**src/rtl/dcache_victim_buffer.sv**
```systemverilog
// dcache_victim_buffer: fully-associative victim buffer beside the write-back dcache.
// Ports: lookup_valid_i/lookup_addr_i -> v_hit_o/v_rdata_o/v_rdirty_o (combinational lookup);
// v_take_i invalidates the hit entry; v_wr_* inserts an evicted line (v_ready_o, v_overflow_o);
// v_flush_i drains dirty entries then invalidates all (v_flush_done_o);
// victim2mem_req_o/addr_o/data_o with mem2victim_ack_i carry writebacks to data memory.
// Optional: define VICTIM_STATS_EN to add saturating stat_hits_o/stat_lookups_o/stat_wbacks_o.
module dcache_victim_buffer #(
    parameter int NUM_ENTRIES = 4,
    parameter int ADDR_W      = 32,
    parameter int OFFSET_W    = 4,
    parameter int LINE_W      = 128
) (
    input  logic              clk,
    input  logic              rst_n,
    input  logic              lookup_valid_i,
    input  logic [ADDR_W-1:0] lookup_addr_i,
    output logic              v_hit_o,
    output logic [LINE_W-1:0] v_rdata_o,
    output logic              v_rdirty_o,
    input  logic              v_take_i,
    input  logic              v_wr_en_i,
    input  logic [ADDR_W-1:0] v_wr_addr_i,
    input  logic [LINE_W-1:0] v_wr_data_i,
    input  logic              v_wr_dirty_i,
    output logic              v_ready_o,
    output logic              v_overflow_o,
    input  logic              v_flush_i,
    output logic              v_flush_done_o,
    output logic              victim2mem_req_o,
    output logic [ADDR_W-1:0] victim2mem_addr_o,
    output logic [LINE_W-1:0] victim2mem_data_o,
    input  logic              mem2victim_ack_i
`ifdef VICTIM_STATS_EN
    ,
    output logic [31:0]       stat_hits_o,
    output logic [31:0]       stat_lookups_o,
    output logic [31:0]       stat_wbacks_o
`endif
);
    localparam int PTR_W = $clog2(NUM_ENTRIES);
    localparam int TAG_W = ADDR_W - OFFSET_W;
    typedef enum logic [1:0] {WB_IDLE, WB_REQ, WB_FLUSH} wb_state_t;
    wb_state_t state;
    logic [NUM_ENTRIES-1:0] valid, dirty, take_vec;
    logic [TAG_W-1:0] tag [NUM_ENTRIES];
    logic [LINE_W-1:0] data [NUM_ENTRIES];
    logic [PTR_W-1:0] ptr, hit_idx, free_idx, match_idx, ins_idx, scan_idx;
    logic [PTR_W:0] scan;
    logic [TAG_W-1:0] lk_tag, wr_tag, wb_tag;
    logic [LINE_W-1:0] wb_data;
    logic ent_hit, wb_hit, any_free, wr_present, displace, ins, flush_pend;
    logic unused_offset_bits;
    assign lk_tag = lookup_addr_i[ADDR_W-1:OFFSET_W];
    assign wr_tag = v_wr_addr_i[ADDR_W-1:OFFSET_W];
    assign scan_idx = scan[PTR_W-1:0];
    assign unused_offset_bits = ^{lookup_addr_i[OFFSET_W-1:0], v_wr_addr_i[OFFSET_W-1:0]};
    // Descending loops so the lowest matching index is the one left standing.
    always_comb begin
        ent_hit = 1'b0;
        hit_idx = '0;
        wr_present = 1'b0;
        match_idx = '0;
        for (int i = NUM_ENTRIES - 1; i >= 0; i--) begin
            if (valid[i] && tag[i] == lk_tag) begin
                ent_hit = 1'b1;
                hit_idx = PTR_W'(i);
            end
            if (valid[i] && tag[i] == wr_tag) begin
                wr_present = 1'b1;
                match_idx = PTR_W'(i);
            end
        end
        wb_hit = victim2mem_req_o && wb_tag == lk_tag;
        v_hit_o = lookup_valid_i && (ent_hit || wb_hit);
        take_vec = '0;
        any_free = 1'b0;
        free_idx = '0;
        for (int i = NUM_ENTRIES - 1; i >= 0; i--) begin
            take_vec[i] = v_take_i && lookup_valid_i && ent_hit && hit_idx == PTR_W'(i);
            if (!valid[i] || take_vec[i]) begin
                any_free = 1'b1;
                free_idx = PTR_W'(i);
            end
        end
        v_rdata_o = !v_hit_o ? '0 : ent_hit ? data[hit_idx] : wb_data;
        v_rdirty_o = v_hit_o && (ent_hit ? dirty[hit_idx] : 1'b1);
        v_ready_o = !(state != WB_IDLE && !any_free && dirty[ptr]) && state != WB_FLUSH;
        displace = !wr_present && !any_free;
        ins_idx = wr_present ? match_idx : any_free ? free_idx : ptr;
        ins = v_wr_en_i && v_ready_o;
    end
    assign victim2mem_addr_o = {wb_tag, {OFFSET_W{1'b0}}};
    assign victim2mem_data_o = wb_data;
    always_ff @(posedge clk) begin
        if (ins) begin
            tag[ins_idx]  <= wr_tag;
            data[ins_idx] <= v_wr_data_i;
        end
    end
    always_ff @(posedge clk) begin
        if (!rst_n) begin
            valid            <= '0;
            dirty            <= '0;
            ptr              <= '0;
            scan             <= '0;
            state            <= WB_IDLE;
            flush_pend       <= 1'b0;
            victim2mem_req_o <= 1'b0;
            wb_tag           <= '0;
            wb_data          <= '0;
            v_overflow_o     <= 1'b0;
            v_flush_done_o   <= 1'b0;
        end else begin
            v_overflow_o   <= v_wr_en_i && !v_ready_o;
            v_flush_done_o <= 1'b0;
            valid <= valid & ~take_vec;
            if (ins) begin
                valid[ins_idx] <= 1'b1;
                dirty[ins_idx] <= v_wr_dirty_i | (wr_present & dirty[ins_idx]);
                if (displace)
                    ptr <= ptr + 1'b1;
            end
            case (state)
                WB_IDLE: begin
                    // A dirty displacement claims the writeback register first; a
                    // simultaneous flush waits for its ack.
                    if (ins && displace && dirty[ptr]) begin
                        victim2mem_req_o <= 1'b1;
                        wb_tag           <= tag[ptr];
                        wb_data          <= data[ptr];
                        flush_pend       <= v_flush_i;
                        state            <= WB_REQ;
                    end else if (v_flush_i) begin
                        scan  <= '0;
                        state <= WB_FLUSH;
                    end
                end
                WB_REQ: begin
                    if (v_flush_i)
                        flush_pend <= 1'b1;
                    if (mem2victim_ack_i) begin
                        victim2mem_req_o <= 1'b0;
                        flush_pend       <= 1'b0;
                        scan             <= '0;
                        state            <= (flush_pend || v_flush_i) ? WB_FLUSH : WB_IDLE;
                    end
                end
                WB_FLUSH: begin
                    if (victim2mem_req_o) begin
                        if (mem2victim_ack_i) begin
                            victim2mem_req_o <= 1'b0;
                            scan             <= scan + 1'b1;
                        end
                    end else if (scan == (PTR_W + 1)'(NUM_ENTRIES)) begin
                        valid          <= '0;
                        dirty          <= '0;
                        v_flush_done_o <= 1'b1;
                        state          <= WB_IDLE;
                    end else if (valid[scan_idx] && dirty[scan_idx]) begin
                        victim2mem_req_o <= 1'b1;
                        wb_tag           <= tag[scan_idx];
                        wb_data          <= data[scan_idx];
                    end else begin
                        scan <= scan + 1'b1;
                    end
                end
                default: state <= WB_IDLE;
            endcase
        end
    end
`ifdef VICTIM_STATS_EN
    always_ff @(posedge clk) begin
        if (!rst_n) begin
            stat_hits_o    <= '0;
            stat_lookups_o <= '0;
            stat_wbacks_o  <= '0;
        end else begin
            if (v_hit_o && !(&stat_hits_o))
                stat_hits_o <= stat_hits_o + 1'b1;
            if (lookup_valid_i && !(&stat_lookups_o))
                stat_lookups_o <= stat_lookups_o + 1'b1;
            if (victim2mem_req_o && mem2victim_ack_i && !(&stat_wbacks_o))
                stat_wbacks_o <= stat_wbacks_o + 1'b1;
        end
    end
`endif
endmodule

```
**config.mk**
```make
export PLATFORM = sky130hd
export DESIGN_NAME = dcache_victim_buffer
export DESIGN_NICKNAME = d
export VERILOG_FILES = /design/src/rtl/dcache_victim_buffer.sv
export SDC_FILE = /design/constraint.sdc
export NUM_CORES = 2
export LEC_CHECK = 0
export CAP_MARGIN = 20
export CORE_MARGIN = 8
export CORE_UTILIZATION = 44
export DETAILED_ROUTE_END_ITERATION = 16
export HOLD_SLACK_MARGIN = 0.15
export PLACE_DENSITY = 0.77
export RECOVER_POWER = 50
export SLEW_MARGIN = 20
export SYNTH_ARGS = -nofsm -noshare
export SYNTH_HDL_FRONTEND = slang
export SYNTH_SLANG_ARGS = --single-unit
```
**constraint.sdc**
```tcl
create_clock -name clk -period 15 [get_ports clk]
set_input_delay 3.75 -clock clk [delete_from_list [all_inputs] [get_ports clk]]
set_output_delay 3.75 -clock clk [all_outputs]
set_load 0.005 [all_outputs]
```
**Placement by cell class**

Drawn at 1 px/um. Fill, decap, tap and diode cells in grey.
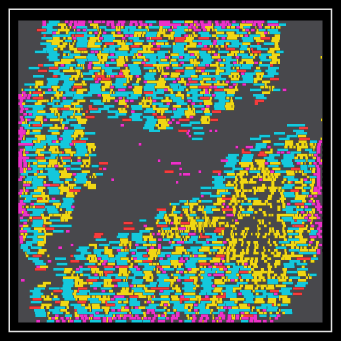
clock drivers and dummy loads -> red  # cells 162
remaining buffers and delay cells -> magenta  # cells 521
remaining logic cells -> yellow  # cells 1856
sequential cells -> cyan  # cells 803

**Port wiring**

Drawn at 1 px/um.
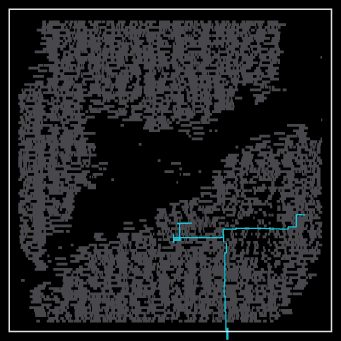
`victim2mem_req_o` -> cyan  # direction output, edge bottom, end cells 1, buffers 1, wire 296 um

**Clock nets**

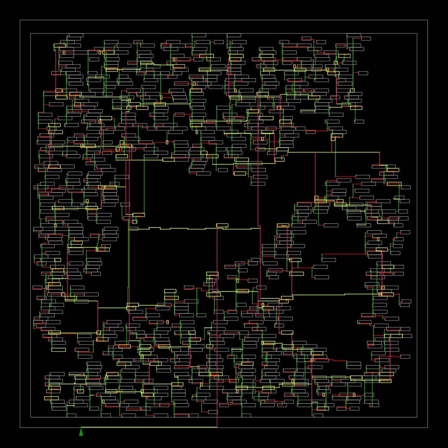
clock sink count: 803
clock buffer count: 117

[layout by cell type, fill, tap and decap left out, types with 58 or more instances in the layout]
cell | netlist | final
edfxtp_1 | 624 | 624
nand2_1 | 332 | 329
dlygate4sd3_1 | 0 | 316
mux4_2 | 313 | 313
dfxtp_1 | 179 | 175
clkdlybuf4s50_1 | 0 | 164
xnor2_1 | 160 | 160
o22ai_1 | 157 | 157
a22oi_1 | 156 | 156
a21oi_1 | 144 | 143
a221o_1 | 129 | 129
o221ai_1 | 128 | 128
clkbuf_16 | 0 | 89
xor2_1 | 87 | 87
nand4_1 | 58 | 58
[layer usage]
| layer | routed length [um] | vias to the layer above | global-route usage [%] |
|---|---|---|---|
| met1 | 49860 | 15580 | 32.93 |
| met4 | 7514 | 12 | 13.31 |
| met5 | 83 | - | 0 |
| met3 | 13800 | 398 | 4.439 |
| li1 | - | 12810 | - |
| met2 | 70480 | 2164 | 43.76 |
[metrics by stage]
stage / hold WS, ns / instance area [um^2]
after floorplan: 0.4666 / 40850
after global placement: 0.4615 / 46500
after detailed placement: 0.4678 / 46500
after CTS: 0.4771 / 49580
after global routing: 0.4879 / 49620
final: 0.4705 / 49630
[flip-flops by register name (all words and copies together), names as in the netlist, 2 cells and up, named ones only]
signal	flops
ptr	2
tag	112
state	2
dirty	4
data	512
valid	4
victim2mem_data_o	128
scan	3
wb_tag	28
[critical path, cell delays in order]
cell and delay (ns):
clkdlybuf4s50_1 0.58, xnor2_1 0.48, nand4_1 0.16, or4_1 0.57, or3_1 0.46, and2_1 0.25, a21oi_4 0.34, buf_4 0.89
o221ai_1 0.24, a21oi_1 0.34, clkdlybuf4s50_1 0.58
[power groups by stage]
| stage | Combinational (W) | Sequential (W) | Clock (W) |
|---|---|---|---|
| floorplan | 0.000266 | 0.00255 | 0 |
| global placement | 0.000435 | 0.00256 | 0 |
| detailed placement | 0.000439 | 0.00256 | 0 |
| CTS | 0.000442 | 0.00252 | 0.00234 |
| global route | 0.000455 | 0.00252 | 0.00241 |
| finish | 0.000434 | 0.00252 | 0.00231 |
[worst max path at each step]
stage,end,cells past startpoint
6_report,v_rdata_o[81],11
5_1_grt,v_rdata_o[69],12
3_3_place_gp,v_rdata_o[69],11
4_1_cts,v_rdata_o[69],11
3_5_place_dp,v_rdata_o[69],11
2_1_floorplan,v_rdata_o[117],11
[logic make-up after synthesis]
kind of cell / after synthesis / synth area share, %
muxes: 321 / 17.46
and+or+nand+nor: 516 / 5.713
adders and majority gates: 2 / 0.06126
AOI/OAI and AO/OA: 748 / 13.56
buffers and inverters: 322 / 3.171
xor gates and xnor gates: 249 / 5.376
DFF: 803 / 54.65
other: 1 / 0.009182
[cell type report]
type / instances / area (um^2) / share of cell area (%)
Antenna cell: 39 / 97.59 / 0.1966
Multi-Input combinational cell: 1840 / 17290 / 34.84
Inverter: 16 / 80.08 / 0.1613
Sequential cell: 803 / 22340 / 45.00
Clock buffer: 117 / 2432 / 4.901
Tap cell: 1243 / 1555 / 3.133
Clock inverter: 45 / 644.4 / 1.298
Timing Repair Buffer: 521 / 5197 / 10.47
==> impl_metrics.py <==
# Flow results
metrics = {
    "worst_hold_path": {
        "hp-start": "victim2mem_data_o[119]",
        "holdPathStages": 2,
        "hold_path_class": "reg2reg",
    },
    "place": {
        "hpwlAfterDp_um": 85060,
        "placed_cells": 4423,
        "globalplace.congestion": 1.026,
    },
    "logic_synthesis": {
        "ys.flop_type": "edfxtp_1",
        "synthCells": 2962,
        "ys_seq_share_pct": 54.65,
        "edf_count": 624,
        "top_cells_by_area": "edfxtp_1 46%, mux4_2 17%, dfxtp_1 8.8%",
        "synth-seq-cells": 803,
        "syn_area_mm2": 0.04084,
        "yosysChipArea_mm2": 0.04084,
        "yosysTopAreaCellShare_pct": 45.88,
    },
    "power_and_ir_drop": {
        "power.internal_w": 0.004050,
        "p_seq_share_pct": 47.9,
        "p_leak_nw": 16.05,
        "power_density_mw_per_mm2": 106.0,
    },
    "layout": {
        "nets": 3471,
        "fillers": 7444,
    },
    "routing": {
        "antenna_left": 0,
        "drt-initial-drc-count": 3910,
        "via_per_inst": 6.698,
        "vias": 30970,
        "wire_per_inst_um": 30.65,
        "first_pass_iters": 6,
        "routed_wl_um": 141700,
    },
    "floorplan": {
        "io_pins": 494,
        "coreArea_mm2": 0.09180,
        "die_y_um": 320.7,
    },
    "job": {
        "cap_violations": 4,
        "tool_warnings": 41,
    },
    "run_status": {
        "violations": "max-capacitance violations, max-slew violations",
        "status": "complete, but fails checks",
    },
    "sta": {
        "hold_viol": 0,
        "skew_ns": 0.03402,
        "slew_viol_final": 219,
    },
    "global_route": {
        "grt_max_degree": 163,
        "antenna_found_initial": 47,
        "grt_pass1_vias": 30230,
    },
    "clock_tree": {
        "cts_tree": "done",
        "cts_buffers": 87,
        "cts.clk_slew.worst_paths_ns": 0.06,
        "root_buffer": "clkbuf_16",
        "insertion_delay_ns": 0.66,
    },
    "setup_path": {
        "cp.required_ns": 11.25,
        "r2r-end": "victim2mem_data_o[33]",
        "reg2reg_slack_ns": 8.44,
        "r2r_cells": 10,
    },
}
